## src/rtl/uart_packet_parser_pkg.sv

```systemverilog
// Shared types and constants for the UART packet parser: FSM states, error codes,
// the default start-of-frame marker and an index-width helper.
package uart_packet_parser_pkg;

    typedef enum logic [2:0] {
        S_IDLE    = 3'd0,
        S_CMD     = 3'd1,
        S_LEN     = 3'd2,
        S_PAYLOAD = 3'd3,
        S_CHK     = 3'd4,
        S_HOLD    = 3'd5
    } state_e;

    localparam logic [1:0] ERR_CHK = 2'd0;
    localparam logic [1:0] ERR_LEN = 2'd1;
    localparam logic [1:0] ERR_TMO = 2'd2;
    localparam logic [1:0] ERR_OVR = 2'd3;

    localparam logic [7:0] SOF_DEFAULT = 8'hAA;

    // Never returns 0 so that a depth of 1 still yields a legal one-bit index.
    function automatic int unsigned index_width(input int unsigned depth);
        return (depth > 1) ? $clog2(depth) : 1;
    endfunction

endpackage

```

## src/rtl/uart_payload_buf.sv

```systemverilog
// Payload register file: synchronous write port, asynchronous read port.
module uart_payload_buf #(
    parameter int unsigned DEPTH = 16,
    parameter int unsigned WIDTH = 8,
    parameter int unsigned AW    = 4
) (
    input  logic             clk_i,
    input  logic             we_i,
    input  logic [AW-1:0]    waddr_i,
    input  logic [WIDTH-1:0] wdata_i,
    input  logic [AW-1:0]    raddr_i,
    output logic [WIDTH-1:0] rdata_o
);

    logic [WIDTH-1:0] mem_q [DEPTH];

    always_ff @(posedge clk_i) begin
        if (we_i) begin
            mem_q[waddr_i] <= wdata_i;
        end
    end

    assign rdata_o = mem_q[raddr_i];

endmodule

```

## src/rtl/uart_packet_parser.sv

```systemverilog
// Frames the UART byte stream into SOF/CMD/LEN/payload/XOR packets, holds checked
// frames for the consumer and reports checksum, length, timeout and overrun errors.
module uart_packet_parser
    import uart_packet_parser_pkg::*;
#(
    parameter int unsigned          DATA_BITS      = 8,
    parameter int unsigned          MAX_PAYLOAD    = 16,
    parameter logic [DATA_BITS-1:0] SOF_BYTE       = SOF_DEFAULT,
    parameter int unsigned          TIMEOUT_CYCLES = 500000
) (
    input  logic                                 clk_50MHz,
    input  logic                                 reset,
    input  logic [DATA_BITS-1:0]                 rx_data,
    input  logic                                 rx_valid,
    output logic                                 frame_valid,
    output logic [DATA_BITS-1:0]                 frame_cmd,
    output logic [DATA_BITS-1:0]                 frame_len,
    output logic                                 frame_pending,
    input  logic                                 frame_ack,
    input  logic [index_width(MAX_PAYLOAD)-1:0]  rd_addr,
    output logic [DATA_BITS-1:0]                 rd_data,
    output logic                                 err_valid,
    output logic [1:0]                           err_code
);

    localparam int unsigned          AW       = index_width(MAX_PAYLOAD);
    localparam int unsigned          TW       = index_width(TIMEOUT_CYCLES);
    localparam logic [DATA_BITS-1:0] MAX_LEN  = DATA_BITS'(MAX_PAYLOAD);
    localparam logic [TW-1:0]        TMO_LAST = TW'(TIMEOUT_CYCLES - 1);

    state_e               state_q, state_d;
    logic [DATA_BITS-1:0] cmd_q, cmd_d;
    logic [DATA_BITS-1:0] len_q, len_d;
    logic [DATA_BITS-1:0] chk_q, chk_d;
    logic [DATA_BITS-1:0] idx_q, idx_d;
    logic [TW-1:0]        tmo_q, tmo_d;
    logic [DATA_BITS-1:0] frame_cmd_q, frame_cmd_d;
    logic [DATA_BITS-1:0] frame_len_q, frame_len_d;
    logic                 frame_valid_q, frame_valid_d;
    logic                 err_valid_q, err_valid_d;
    logic [1:0]           err_code_q, err_code_d;
    logic                 buf_we;
    logic [AW-1:0]        buf_waddr;
    logic                 in_frame;

    always_ff @(posedge clk_50MHz) begin
        if (reset) begin
            state_q       <= S_IDLE;
            cmd_q         <= '0;
            len_q         <= '0;
            chk_q         <= '0;
            idx_q         <= '0;
            tmo_q         <= '0;
            frame_cmd_q   <= '0;
            frame_len_q   <= '0;
            frame_valid_q <= 1'b0;
            err_valid_q   <= 1'b0;
            err_code_q    <= '0;
        end else begin
            state_q       <= state_d;
            cmd_q         <= cmd_d;
            len_q         <= len_d;
            chk_q         <= chk_d;
            idx_q         <= idx_d;
            tmo_q         <= tmo_d;
            frame_cmd_q   <= frame_cmd_d;
            frame_len_q   <= frame_len_d;
            frame_valid_q <= frame_valid_d;
            err_valid_q   <= err_valid_d;
            err_code_q    <= err_code_d;
        end
    end

    always_comb begin
        state_d       = state_q;
        cmd_d         = cmd_q;
        len_d         = len_q;
        chk_d         = chk_q;
        idx_d         = idx_q;
        tmo_d         = '0;
        frame_cmd_d   = frame_cmd_q;
        frame_len_d   = frame_len_q;
        frame_valid_d = 1'b0;
        err_valid_d   = 1'b0;
        err_code_d    = err_code_q;
        buf_we        = 1'b0;
        buf_waddr     = idx_q[AW-1:0];
        in_frame      = state_q inside {S_CMD, S_LEN, S_PAYLOAD, S_CHK};

        case (state_q)
            S_IDLE: begin
                if (rx_valid && (rx_data == SOF_BYTE)) begin
                    state_d = S_CMD;
                end
            end
            S_CMD: begin
                if (rx_valid) begin
                    cmd_d   = rx_data;
                    chk_d   = rx_data;
                    state_d = S_LEN;
                end
            end
            S_LEN: begin
                if (rx_valid) begin
                    chk_d = chk_q ^ rx_data;
                    if (rx_data > MAX_LEN) begin
                        err_valid_d = 1'b1;
                        err_code_d  = ERR_LEN;
                        state_d     = S_IDLE;
                    end else begin
                        len_d   = rx_data;
                        idx_d   = '0;
                        state_d = (rx_data == '0) ? S_CHK : S_PAYLOAD;
                    end
                end
            end
            S_PAYLOAD: begin
                if (rx_valid) begin
                    buf_we = 1'b1;
                    chk_d  = chk_q ^ rx_data;
                    idx_d  = idx_q + DATA_BITS'(1);
                    if (idx_q == len_q - DATA_BITS'(1)) begin
                        state_d = S_CHK;
                    end
                end
            end
            S_CHK: begin
                if (rx_valid) begin
                    if (rx_data == chk_q) begin
                        frame_valid_d = 1'b1;
                        frame_cmd_d   = cmd_q;
                        frame_len_d   = len_q;
                        state_d       = S_HOLD;
                    end else begin
                        err_valid_d = 1'b1;
                        err_code_d  = ERR_CHK;
                        state_d     = S_IDLE;
                    end
                end
            end
            S_HOLD: begin
                // With an ack, the same-cycle byte is judged as if already back in IDLE.
                if (frame_ack) begin
                    state_d = (rx_valid && (rx_data == SOF_BYTE)) ? S_CMD : S_IDLE;
                end else if (rx_valid) begin
                    err_valid_d = 1'b1;
                    err_code_d  = ERR_OVR;
                end
            end
            default: state_d = S_IDLE;
        endcase

        // An arriving byte always beats a timeout hit in the same cycle.
        if (in_frame && !rx_valid) begin
            if (tmo_q == TMO_LAST) begin
                err_valid_d = 1'b1;
                err_code_d  = ERR_TMO;
                state_d     = S_IDLE;
            end else begin
                tmo_d = tmo_q + TW'(1);
            end
        end
    end

    uart_payload_buf #(
        .DEPTH (MAX_PAYLOAD),
        .WIDTH (DATA_BITS),
        .AW    (AW)
    ) u_payload_buf (
        .clk_i   (clk_50MHz),
        .we_i    (buf_we),
        .waddr_i (buf_waddr),
        .wdata_i (rx_data),
        .raddr_i (rd_addr),
        .rdata_o (rd_data)
    );

    assign frame_valid   = frame_valid_q;
    assign frame_cmd     = frame_cmd_q;
    assign frame_len     = frame_len_q;
    assign frame_pending = (state_q == S_HOLD);
    assign err_valid     = err_valid_q;
    assign err_code      = err_code_q;

endmodule

```

## config.mk

```make
export PLATFORM = sky130hd
export DESIGN_NAME = uart_packet_parser
export DESIGN_NICKNAME = d
export VERILOG_FILES = /design/src/rtl/uart_packet_parser_pkg.sv /design/src/rtl/uart_payload_buf.sv /design/src/rtl/uart_packet_parser.sv
export SDC_FILE = /design/constraint.sdc
export NUM_CORES = 1
export LEC_CHECK = 0
export CORE_ASPECT_RATIO = 1.1
export CORE_MARGIN = 3
export CORE_UTILIZATION = 50
export CTS_BUF_LIST = sky130_fd_sc_hd__clkbuf_16
export CTS_CLUSTER_DIAMETER = 60
export DETAILED_ROUTE_END_ITERATION = 8
export HOLD_SLACK_MARGIN = 0.03
export PLACE_DENSITY = 0.71
export SETUP_SLACK_MARGIN = 0.05
export SLEW_MARGIN = 20
export SYNTH_ARGS = -nofsm -noshare
export SYNTH_HDL_FRONTEND = slang
export SYNTH_HIERARCHICAL = 1
export SYNTH_SLANG_ARGS = --single-unit
```

## constraint.sdc

```tcl
create_clock -name clk_50MHz -period 4.7 [get_ports clk_50MHz]
set_clock_uncertainty 0.15 [all_clocks]
set_input_delay 0.705 -clock clk_50MHz [delete_from_list [all_inputs] [get_ports clk_50MHz]]
set_output_delay 0.705 -clock clk_50MHz [all_outputs]
set_load 0.005 [all_outputs]
```

Figure 1. Selected gate families.
The bar under the picture is 50 um long.
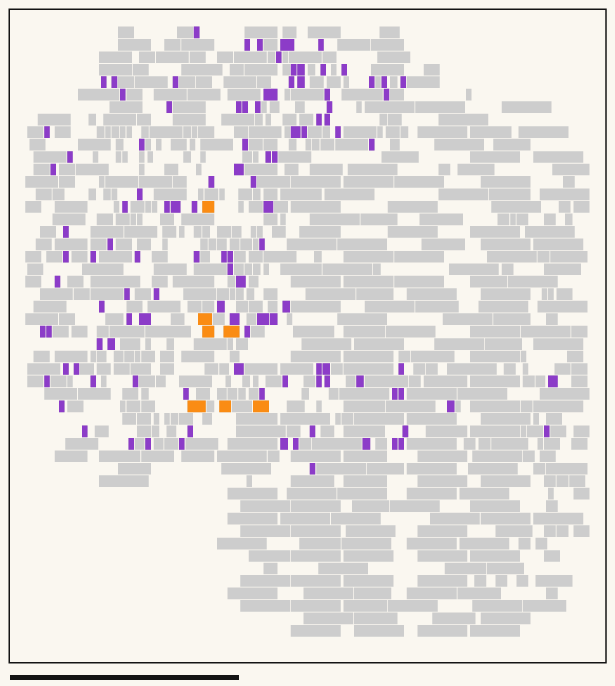
legend:
  purple:
    family: nor cells
    cells: 110
    most_used: nor2_1
  orange:
    family: non-inverting ao/oa cells
    cells: 7
    most_used: o21a_1
most numerous logic cell after layout: edfxtp_1
Comb area share: 29.70%
final cell count without fillers: 898

Figure 2. Routed clock nets over the placement.
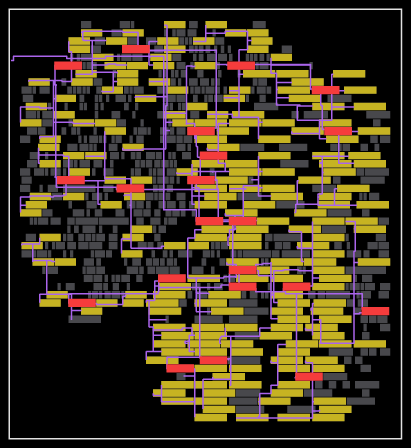
legend:
  purple:
    item: clock wires
    length: 2140 um
  red:
    item: clock-net drivers
    count: 21
  yellow:
    item: flip-flops
    count: 202
flops lie: all over the die
routed clock nets: 22
Clock net power: 1.69 mW
worst skew pair latency: 0.49 ns

==> results.toml <==
# generated from flow reports
[clock_network]
cts_resized = 0
cts_setup_buffers = 0
cts_tree = "yes"
path_clk_slew_ns = 0.06
numCtsBuffers = 21
cts_hold_buf = 0
htree_levels = 1
clock_path_buffers = 3
clock_sinks = 202
root_buffer = "clkbuf_16"

[synthesis]
ys_chip_area_sq_um = 8436
synth_cell_types = 56
synth-edff-count = 128
async_reset_ff_share_pct = 0
synth_area_sq_um = 8436
fp_nets = 642
ys_sh_simple_pct = 11.98
fa_ha_area_share_pct = 0.4450
synthTopLogicFamily = "multiplexers"
yosys-top-cells-count = "edfxtp_1 (128), nor2_1 (87), dfxtp_1 (74), nand2_1 (58), xor2_1 (31)"
top_cell = "edfxtp_1"
syn_avg_cell_area_sq_um = 13.54
synthFlopType = "edfxtp_1"
yosysTopAreaCell = "edfxtp_1"
ys_sh_xor_pct = 5.191
netlist.area_leader.share_pct = 45.57
mux_area_share_pct = 12.01
yosys_cells = 623
synth_cells = 623
topCellsByArea = "edfxtp_1 (46%), dfxtp_1 (18%), mux4_2 (4.8%)"

[setup_path]
r2r_cells = 6
path_depth = 7
slowest_stage = "or4_1"
cp-startpoint = "rx_data[2]"
regToRegEndpoint = "u_payload_buf/mem_q[2][2]$_DFFE_PP_"
crit_fanout = 8
r2r_slack_ns = 1.59
crit_type = "primary input to flop"
critPathTopFamily = "simple AND/OR/NAND/NOR gates"
required_ns = 4.66
arrival_ns = 3.70
slowest_delay_ns = 0.67
endpoint_kind = "flop"
rr_startpoint = "state_q[1]$_SDFF_PP0_"

[detailed_routing]
vias_per_cell = 5.713
met3_length_um = 911
wl_met2_um = 8682
drc = 0
vias = 5130
antenna_left = 0
drt-met1-wl_um = 7674
firstDrtPassIters = 5

[finish]
comb_area_sq_um = 2914
largest_reg_flops = 128
nNonClkBuffers = 63
drive_gt1_share_pct = 11.53
clock_buffers = 21
area_growth_pct = 16.33
dominant-cell-class = "flip-flops and latches"
inv_count = 7
fin_nets = 698
design_area_sq_um = 9813
flop_area_sq_um = 5325
largest_register = "u_payload_buf/mem_q"
clock_area_share_pct = 7.280
bufAreaShareNonClock_pct = 5.891
num_antenna_cells = 0
flops = 202
largestRegisters = "u_payload_buf/mem_q: 128 flops, tmo_q: 19 flops"
mostFrequentLayoutCells = "edfxtp_1 (128), nor2_1 (87), dfxtp_1 (74)"
fill_cells = 1262
sh_seq_area_pct = 54.26

[pwr]
power_mw = 3.712
top_power_group = "sequential cells"
combPwrFrac_pct = 3.8
pwr_density_cell_nw_per_um2 = 378.3
vdd_drop_max_mv = 0.3049
leakage_nw = 3.470
seqPwrFrac_pct = 50.7
pg_seq_mw = 1.88
p_int_mw = 2.982
clkPwrFrac_pct = 45.5

[grt]
use_met1_pct = 26.36
gr-usage-met2_pct = 32.75
grt_use_met3_pct = 2.740
top_usage_layer = "met2"
antenna_found_initial = 0
first_global_vias = 5217
grt_max_degree = 47

[job]
tool_warnings = 26
drv_cap = 0

[final_timing]
tightestPinTransition_ns = 0.7925
timing.final.ws_setup_ns = 0.9511
relSlewSlack_pct = 46.97
hold_slack_ns = 0.3080
rsz0062_at_grt = "false"
setup_viol = 0
timing.final.crit_period_ns = 3.749
setup-tns-final_ns = 0
drv_slew = 0
max_freq_ghz = 0.2667
finalClockPeriodUsage_pct = 79.76

[die]
fp_util_pct = 51.34
num_io_pins = 45
coreArea_sq_um = 16430
placementRows = 49
dieWidth_um = 129.8
die_area_sq_um = 18470

[place]
place_congestion = 0.8089
placed_area_sq_um = 9099
port_buffers = 44
dp_worst_setup_slack_ns = 0.4383
hpwl_um = 11650

[status]
status = "complete, no violations"

[min_path]
hold_path_end = "cmd_q[4]$_SDFFE_PP0P_"
worst_hold_path_type = "flop to flop"
No activity file was given, so power comes from the tool's default toggle rates.
